==> config.mk <==
export PLATFORM = sky130hd
export DESIGN_NAME = capture_seq_flat
export DESIGN_NICKNAME = d
export VERILOG_FILES = /design/src/rtl/capture_seq_if.sv /design/src/rtl/capture_seq.sv /design/src/flat_wrapper.sv
export SDC_FILE = /design/constraint.sdc
export NUM_CORES = 1
export LEC_CHECK = 0
export CORE_MARGIN = 3
export CORE_UTILIZATION = 45
export DETAILED_ROUTE_END_ITERATION = 10
export MAX_ROUTING_LAYER = met4
export PLACE_DENSITY = 0.76
export SKIP_CTS_REPAIR_TIMING = 1
export SLEW_MARGIN = 10
export SYNTH_ARGS = -nofsm -noshare
export SYNTH_HDL_FRONTEND = slang
export SYNTH_SLANG_ARGS = --single-unit
==> constraint.sdc <==
create_clock -name clk -period 6.9 [get_ports clk]
set_input_delay 1.035 -clock clk [delete_from_list [all_inputs] [get_ports clk]]
set_output_delay 1.035 -clock clk [all_outputs]
set_load 0.01 [all_outputs]
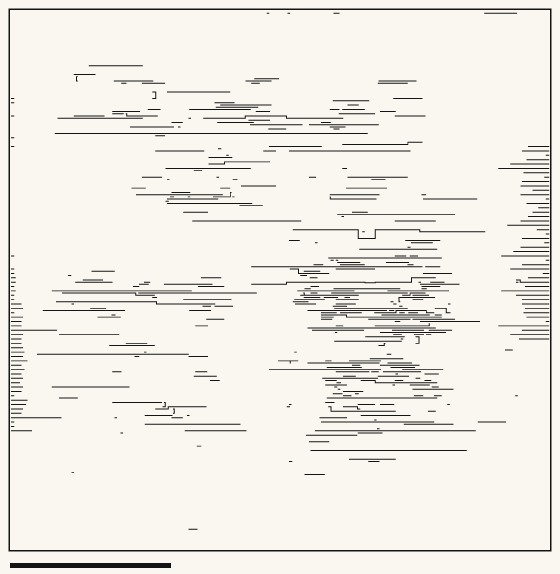
*Metal 3*
Scale bar: 50 um.
The wires run mostly horizontal. The layer holds 8.8% of the routed length. The longest straight run is 97.1 um.
total number of vias: 12,404
met3 Usage GRT: 5.19%
Detailed Route WL: 39.3 mm

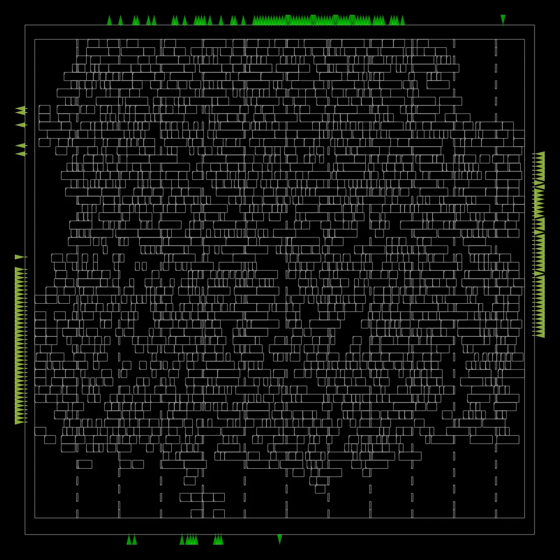
*Placement view*
proportion of cell area occupied by registers: 25.5%
cell row count: 58

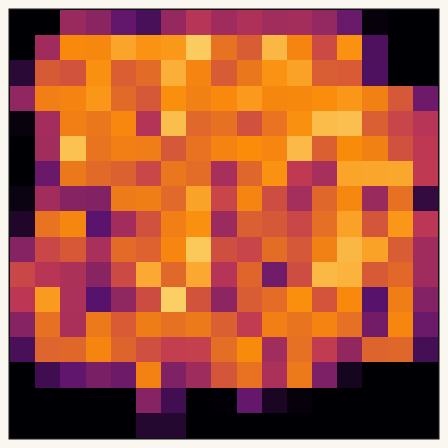
*Cell area per tile*
17 x 17 tiles, from black (low) to pale yellow (high), 0 to 100% covered.
15% of the tiles are nearly empty. The mean over all tiles is 49%. The fullest tile reaches 90%.
Layout Utilization: 55.5%
area of the core: 0.0255 sq mm
initial core utilization: 46.3%

==> summary.txt <==
Synthesized cell area: 0.0118 sq mm
Final count of hold timing violations: 0
Ys Warns: 0
Max_cap viols: 0
Placed Instance Area: 0.0135 sq mm
Length of routed met3 wiring: 3.45 mm
Sequential power share: 39.9%
Clock Sinks: 180
Pin count of the biggest net entering global routing: 62
Commonest Layout Cell: sky130_fd_sc_hd__nand2_1
Cell count after synthesis: 1,588
Final worst-path cycle share: 71.5%
Clock tree from TritonCTS: yes
Worst Hold Depth: 2
Share of flip-flops with an asynchronous set or reset after synthesis: 0%
Main kind of combinational logic by area: simple AND/OR/NAND/NOR gates
Final Net Count: 1,781
Highest fanout seen on the critical path: 19
Number of cells on the worst reg-to-reg path: 9
Final setup TNS: 0 ps
TritonCTS Buffers: 17
Net switching power figure: 0.00102 W
Tapcell Cnt: 330
Clock skew after layout: 25.3 ps
Result of the run: complete, no violations
Overall power of the completed layout: 0.00293 W
DRC violation total after the first TritonRoute iteration: 1,339
Worst-margin pin slew: 1120 ps
Type of element capturing the critical path: flop
Non-clock buffering overhead: 12.4%
First-pass GRT wire length: 62.1 mm
Vias in the first global route: 11,528
Top Layout Cells: sky130_fd_sc_hd__nand2_1 (273), sky130_fd_sc_hd__dfxtp_1 (180), sky130_fd_sc_hd__clkdlybuf4s50_1 (167)
Post-synthesis to final-layout area growth: 19.8%
Library cell used as clock root buffer: sky130_fd_sc_hd__clkbuf_16
Final standard cell area without fillers: 0.0141 sq mm
Final count of negative-setup-slack endpoints: 0
Area taken by flip-flops and latches: 0.00360 sq mm
Met1 routing resource usage after global routing: 36.9%
Area-dominant class: logic gates
# clk buffers: 17
Int Power: 0.00191 W
Gr ovfl total: 0
Top cell type by instance count after synthesis: sky130_fd_sc_hd__nand2_1
Power of the clock network: 0.00104 W
Number of top-level pins: 169
Non-filler cells, final: 2,003
Post-synthesis cell type count: 78
Largest voltage drop on the vdd net: 0.184 mV
Number of multi-input logic gates: 1,233
Wire length the detailed router placed on met1: 17.0 mm
Post-DR vias/cell: 6.19
Largest area contributor in the synthesized netlist: sky130_fd_sc_hd__dfxtp_1
Type of the worst setup path: flop to flop
Buffers on Ports: 168
Worst path buffer plus inverter count: 0
Post-Synth Simple-Gate Area: 30.0%
Highest clock frequency the design can meet: 0.203 GHz
Path type of the worst min-delay path: flop to flop
Group with the largest share of power: registers
Fraction of area in clock buffers and inverters: 4.43%
DR WL met2: 17.6 mm
Crit path largest cell delay: 820 ps
Chip Area: 0.0282 sq mm
Share of total power consumed by net switching: 34.9%
Seq cells post-synth: 180
Comb area share: 53.4%
Arrival time of data at the critical path endpoint: 5320 ps
Iteration tally of the first detailed-router pass: 7
Nonclk inv count: 51
Worst path cell trace: nand4_1 -> or4_1 -> o21ai_0 -> o22ai_1 -> nor4_1 -> nand4_1 -> o31ai_1 -> and3_1 -> a22o_1
HPWL after DPL: 29.1 mm
Max-Slew Margin vs Limit: 25.0%
Worst Hold Margin: 458 ps
No activity file was given, so power comes from the tool's default toggle rates.
